`src/rtl/epp_pkg.sv`:
```
// epp_pkg: shared types and constants for the EPP register port
package epp_pkg;
   localparam int EPP_DW = 8;
   typedef enum logic [2:0] {IDLE, SETUP, CAPT, ACK, DONE} state_e;
   typedef enum logic {KIND_DATA = 1'b0, KIND_ADDR = 1'b1} kind_e;
   typedef enum logic {DIR_WR = 1'b0, DIR_RD = 1'b1} dir_e;
endpackage

```
`src/rtl/epp_sync.sv`:
```
// epp_sync: 2-flop synchroniser, resets to 1 so idle-high strobes stay inactive
module epp_sync (
   input  logic clk,
   input  logic rst_n,
   input  logic d_i,
   output logic q_o
);
   logic [1:0] ff_q;
   // shift the async input through two flops
   always_ff @(posedge clk or negedge rst_n)
      if (!rst_n) ff_q <= 2'b11;
      else        ff_q <= {ff_q[0], d_i};
   assign q_o = ff_q[1];
endmodule

```
`src/rtl/epp_reg_port.sv`:
```
// epp_reg_port: EPP slave front-end for the register file; ACK timeout via EPP_TIMEOUT_EN
module epp_reg_port
   import epp_pkg::*;
#(
   parameter int AW        = 5,
   parameter int SETUP_CYC = 2,
   parameter int TO_CYC    = 1023
) (
   input  logic              clk,
   input  logic              nReset,
   input  logic              nAddrStr,
   input  logic              nDataStr,
   input  logic              nWrite,
   input  logic [EPP_DW-1:0] pport_din,
   output logic [EPP_DW-1:0] pport_dout,
   output logic              pport_oe,
   output logic              nWait,
   output logic [AW-1:0]     addr,
   output logic              wr_stb,
   output logic [EPP_DW-1:0] wr_data,
   output logic              rd_stb,
   input  logic [EPP_DW-1:0] rd_data,
   output logic              timeout,
   input  logic              timeout_clr
);
   localparam int CW = $clog2(SETUP_CYC + 1);

   logic              a_s, d_s, w_s, a_act, d_act, any_act;
   state_e            state_q, state_d;
   logic [CW-1:0]     cnt_q, cnt_d;
   kind_e             kind_q, kind_d;
   dir_e              dir_q, dir_d;
   logic [AW-1:0]     addr_q, addr_d;
   logic [EPP_DW-1:0] wr_data_q, wr_data_d, dout_q, dout_d;
   logic              wr_stb_q, wr_stb_d, rd_stb_q, rd_stb_d;
   logic              timeout_q, timeout_d;
`ifdef EPP_TIMEOUT_EN
   localparam int TW = $clog2(TO_CYC + 1);
   logic [TW-1:0]     to_cnt_q, to_cnt_d;
`else
   logic              unused_cfg;
   assign unused_cfg = timeout_clr & (TO_CYC > 0);
`endif

   epp_sync u_sync_a (.clk(clk), .rst_n(nReset), .d_i(nAddrStr), .q_o(a_s));
   epp_sync u_sync_d (.clk(clk), .rst_n(nReset), .d_i(nDataStr), .q_o(d_s));
   epp_sync u_sync_w (.clk(clk), .rst_n(nReset), .d_i(nWrite),   .q_o(w_s));

   assign a_act   = ~a_s;
   assign d_act   = ~d_s;
   assign any_act = a_act | d_act;

   // state and datapath registers
   always_ff @(posedge clk or negedge nReset)
      if (!nReset) begin
         state_q   <= IDLE;
         cnt_q     <= '0;
         kind_q    <= KIND_DATA;
         dir_q     <= DIR_WR;
         addr_q    <= '0;
         wr_data_q <= '0;
         dout_q    <= '0;
         wr_stb_q  <= 1'b0;
         rd_stb_q  <= 1'b0;
         timeout_q <= 1'b0;
`ifdef EPP_TIMEOUT_EN
         to_cnt_q  <= '0;
`endif
      end else begin
         state_q   <= state_d;
         cnt_q     <= cnt_d;
         kind_q    <= kind_d;
         dir_q     <= dir_d;
         addr_q    <= addr_d;
         wr_data_q <= wr_data_d;
         dout_q    <= dout_d;
         wr_stb_q  <= wr_stb_d;
         rd_stb_q  <= rd_stb_d;
         timeout_q <= timeout_d;
`ifdef EPP_TIMEOUT_EN
         to_cnt_q  <= to_cnt_d;
`endif
      end

   // handshake sequencing; the pad byte is sampled only on the SETUP->CAPT edge
   always_comb begin
      state_d   = state_q;
      cnt_d     = cnt_q;
      kind_d    = kind_q;
      dir_d     = dir_q;
      addr_d    = addr_q;
      wr_data_d = wr_data_q;
      dout_d    = dout_q;
      wr_stb_d  = 1'b0;
      rd_stb_d  = 1'b0;
      timeout_d = timeout_q;
`ifdef EPP_TIMEOUT_EN
      to_cnt_d  = to_cnt_q;
`endif
      case (state_q)
         IDLE:
            if (any_act) begin
               state_d = SETUP;
               cnt_d   = CW'(SETUP_CYC - 1);
               kind_d  = a_act ? KIND_ADDR : KIND_DATA;
               dir_d   = dir_e'(w_s);
            end
         SETUP:
            if (!any_act) state_d = IDLE;
            else if (cnt_q != '0) cnt_d = cnt_q - 1'b1;
            else begin
               state_d = CAPT;
               if (dir_q == DIR_WR) begin
                  if (kind_q == KIND_ADDR) addr_d = pport_din[AW-1:0];
                  else begin
                     wr_data_d = pport_din;
                     wr_stb_d  = 1'b1;
                  end
               end else if (kind_q == KIND_DATA) rd_stb_d = 1'b1;
            end
         CAPT: begin
            state_d = ACK;
`ifdef EPP_TIMEOUT_EN
            to_cnt_d = '0;
`endif
            if (dir_q == DIR_RD) dout_d = (kind_q == KIND_DATA) ? rd_data : EPP_DW'(addr_q);
         end
         ACK:
            if (!any_act) state_d = DONE;
`ifdef EPP_TIMEOUT_EN
            else if (to_cnt_q == TW'(TO_CYC - 1)) begin
               state_d   = DONE;
               timeout_d = 1'b1;
            end else to_cnt_d = to_cnt_q + 1'b1;
`endif
         DONE: begin
            state_d = IDLE;
            if (kind_q == KIND_DATA) addr_d = addr_q + 1'b1;
         end
         default: state_d = IDLE;
      endcase
`ifdef EPP_TIMEOUT_EN
      if (timeout_clr) timeout_d = 1'b0;
`endif
   end

   assign nWait      = (state_q != ACK);
   assign pport_oe   = (state_q == ACK) && (dir_q == DIR_RD);
   assign pport_dout = dout_q;
   assign addr       = addr_q;
   assign wr_stb     = wr_stb_q;
   assign wr_data    = wr_data_q;
   assign rd_stb     = rd_stb_q;
   assign timeout    = timeout_q;
endmodule

```
`config.mk`:
```
export PLATFORM = sky130hd
export DESIGN_NAME = epp_reg_port
export DESIGN_NICKNAME = d
export VERILOG_FILES = /design/src/rtl/epp_pkg.sv /design/src/rtl/epp_sync.sv /design/src/rtl/epp_reg_port.sv
export SDC_FILE = /design/constraint.sdc
export NUM_CORES = 1
export LEC_CHECK = 0
export CELL_PAD_IN_SITES_DETAIL_PLACEMENT = 1
export CELL_PAD_IN_SITES_GLOBAL_PLACEMENT = 1
export CORE_ASPECT_RATIO = 1.75
export CORE_MARGIN = 3
export CORE_UTILIZATION = 38
export CTS_CLUSTER_DIAMETER = 80
export DETAILED_ROUTE_END_ITERATION = 10
export GPL_TIMING_DRIVEN = 1
export HOLD_SLACK_MARGIN = 0.08
export PLACE_DENSITY_LB_ADDON = 0.12
export SYNTH_ARGS = -nofsm -noshare
export SYNTH_HDL_FRONTEND = slang
export SYNTH_HIERARCHICAL = 1
export SYNTH_SLANG_ARGS = --single-unit
```
`constraint.sdc`:
```
create_clock -name clk -period 4.3 [get_ports clk]
set_clock_uncertainty 0.05 [all_clocks]
set_input_delay 0.86 -clock clk [delete_from_list [all_inputs] [get_ports clk]]
set_output_delay 0.86 -clock clk [all_outputs]
set_load 0.01 [all_outputs]
```
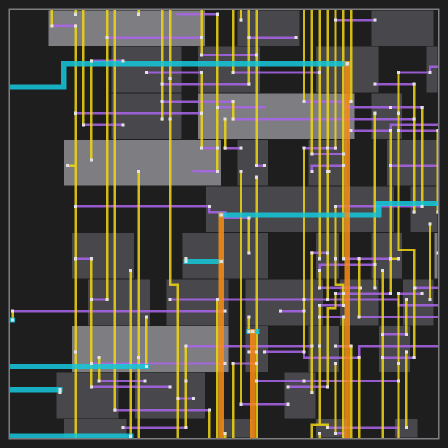
**Above:** close-up of the layout.
Window x 1 to 26, y 56 to 81 µm. Cells in grey, sequential cells in the stronger grey; small squares are vias.
yellow -> M2
purple -> M1
cyan -> M3
orange -> M4
netlist names of flops here include = `wr_data` (3), `addr` (1)
sequential cells in the window = 4
cells with their middle in the window = 31
most frequent = clkdlybuf4s50_1 (9), a21oi_1 (4), dfrtp_1 (4)

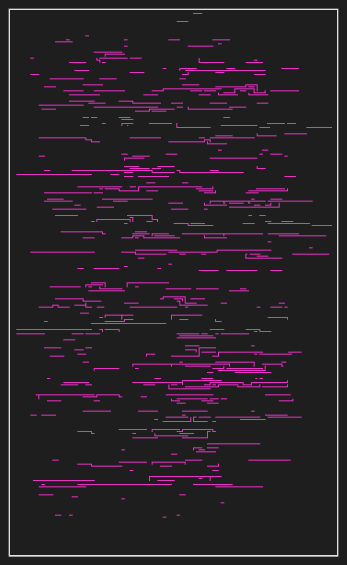
**Above:** M1 wires.
(6 px per µm)
nets with wire on the layer = 167
main direction = horizontal
share of all routed wire = 34%
wire length on this layer = 1330 µm
longest straight run = 16.1 µm

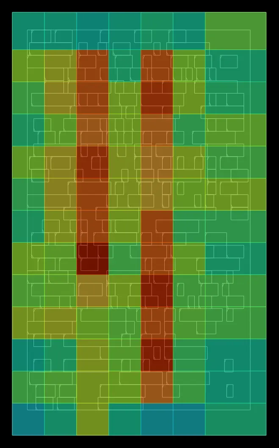
**Above:** routing congestion map.
DR WL/cell: 16.7 µm
GR Layer Usage met3: 0.0595
M2 GR Usage: 0.319
GRT busiest layer: met2

==> Changelog: implementation <==
## Flow update

* Static leakage at approximately 0.0009 µW
* FP Core Util at 0.400
* Critical Path Sink Type: output pin
* Critical-path maximum fanout at 7
* First drt pass iteration count at 4
* Crit path max-delay cell type: clkdlybuf4s50_1
* Clk slew on worst S/H paths at 70 ps
* Fraction of registers with async set/reset at 1.00
* Combinational share of power at 0.397
* Initial DRC Count at 12
* Vias per inst at roughly 5.3
* Syn Inst Count at 138
* GPL Wtd Cong at 0.792
* Max Cap Viol at 0
* DP Worst Slack at 2000 ps
* First-pass GRT wire length at 6360 µm
* Fin nets at 209
* Most instantiated logic cells after routing: clkdlybuf4s50_1, dfrtp_1, a21oi_1
* Share of cells above drive strength 1 at 0.156
* CP cell instances: nor2b_1, nand2_1, nor2_1, clkdlybuf4s50_1
* TritonCTS clock tree: yes
* Total core area at between 3000 and 4000 µm²
* Switch share at 0.346
* Flops out of synthesis at 36
* OpenROAD warning count at 27
* Synth unique cells at 34
* Vias at 1237
* Max Clock Freq at 378 MHz
* Worst endpoint required time at 3390 ps
* Fin crit period at 2650 ps
* TritonCTS Buffers at 5
* # Post-CTS Setup Buffers at 0
* Clock share of power at 0.199
* Cells on worst reg2reg path at 3
* Post-DRT Antenna Nets at 0
* Hold Path Depth at 0
* Worst R2R Setup Slack at 2260 ps
* Worst-Margin Slew at 845 ps
* Die area at 4950 µm²
* Diode count at 0
* Status: finished, final reports clean
* Syn_area_per_cell at 11.3 µm²
* Die X at between 50 and 60 µm
* Reg power frac at 0.404
* Netlist Area Pre-Place at 1560 µm²
* Resized Gates After CTS at 0
* Final setup violation count at 0
* Area delta synth->final at 37.6%
* Crit-path max cell delay at about 540 ps
* Register share after synthesis at 0.581
* Reg2reg end: wr_data[0]
* Reg2reg start: state_q[2]
* I/O pins at 48
* Port buffer count at approximately 45
* Dominant flop cell: dfrtp_1
* Total negative slack at 0 ps
* Post-CTS Hold Fix Bufs at 0
* NetSw at 509 µW
* Relative slew slack at 0.434
* Vias in the first global route at approximately 1.4k
* Hold WC Path Type: flop to flop
* Grt ovf at 0
* P per Cell Area at 684 nW/µm²
* Worst Setup Slack, final at 1650 ps
* Row cnt at 30
* Post-route DRC at 0
* Internal cell power at 962 µW
* Largest net degree at the start of global routing at 37
* Ys Warns at 6
* RSZ-0062 raised after global routing: false
* Final hold vios at 0
* Clk sinks at 36
* Routed wire length at 3900 µm
* Post-synth EDFFs at 0
* Floorplan Nets at 162
* Tcrit/Tclk final at 0.616
* Max-slew violation count at 0
* Crit path kind: flop to output pin
* Yosys stat area at ~1600 µm²
* Height of the chip at 90.8 µm
* Root Driver: clkbuf_8
* Clock Latency Late Sink at 290 ps
* CTS Buffer Depth at 2
==> synth_stat cells, types with 2 or more instances <==
cell type	count	area (µm²)
a21oi_1	14	70.1
and3_1	2	12.5
clkbuf_1	2	7.51
dfrtp_1	30	751
dfstp_2	6	158
ha_1	2	25.0
inv_1	8	30.0
mux2_2	9	101
mux2i_1	6	60.1
nand2_1	7	26.3
nand3_1	8	40.0
nor2_1	12	45.0
nor2b_1	2	12.5
o21ai_0	10	50.1
==> worst max-delay path, delay by kind of cell (launching register included) <==
kind	cells	cell delay (ps)
buf+inv	1	540
flops	1	450
simple gates	3	450
==> stage by stage <==
stage	instance area (µm²)	instances	total power (µW)	hold WS [ps]	utilization
2_1_floorplan	1560	138	890	295	-
3_3_place_gp	2040	226	1150	297	0.522
3_5_place_dp	2040	226	1190	300	0.522
4_1_cts	2150	234	1500	311	0.551
5_1_grt	2150	234	1580	316	0.551
6_report	2150	234	1470	310	0.551
==> layer usage <==
layer,share of wire,track usage,vias up
met5,0,0,-
li1,-,-,577
met3,0.048,0.0595,10
met2,0.58,0.319,35
met1,0.34,0.169,615
met4,0.027,0.0873,0
==> cells by family (layout without fill, tap and decap cells) <==
family,Yosys count,after routing,share of synthesized area
AND/OR/NAND/NOR,38,38,0.131
flip-flops,36,36,0.581
AND-OR/OR-AND,32,32,0.123
multiplexers,15,15,0.103
buffers and inverters,14,62,0.0424
adder cells (fa/ha/maj),2,2,0.0160
other,1,1,0.00240
==> state kept, by name (all words and copies together), names as in the netlist <==
name and flops:
pport_dout 8, wr_data 8, addr 5, state_q 3, cnt_q 2, u_sync_a/ff_q 2, u_sync_d/ff_q 2, u_sync_w/ff_q 2
dir_q 1, kind_q 1, rd_stb 1, wr_stb 1
==> power groups by stage <==
| stage | combinational, µW | sequential [µW] | clock [µW] |
|---|---|---|---|
| floorplan | 301 | 589 | 0 |
| global placement | 562 | 587 | 0 |
| detailed placement | 587 | 601 | 0 |
| CTS | 596 | 597 | 305 |
| global route | 646 | 617 | 318 |
| finish | 585 | 594 | 293 |
==> layout make-up <==
| class | instances | area [µm²] |
|---|---|---|
| Tap cell | 48 | 60.1 |
| Multi-Input combinational cell | 88 | 588 |
| Sequential cell | 36 | 908 |
| Clock buffer | 5 | 68.8 |
| Fill cell | 438 | 1750 |
| Clock inverter | 3 | 42.5 |
| Timing Repair Buffer | 46 | 453 |
| Inverter | 8 | 30.0 |
==> how the worst max path moves through the flow <==
| stage | startpoint | end | slack, ps |
|---|---|---|---|
| floorplan | state_q[0] | pport_oe | 2420 |
| finish | state_q[1] | pport_oe | 1650 |
| detailed placement | state_q[1] | pport_oe | 2000 |
| CTS | state_q[1] | pport_oe | 1630 |
| global placement | state_q[1] | pport_oe | 2030 |
| global route | state_q[1] | pport_oe | 1570 |
Power and IR drop assume default switching activity.
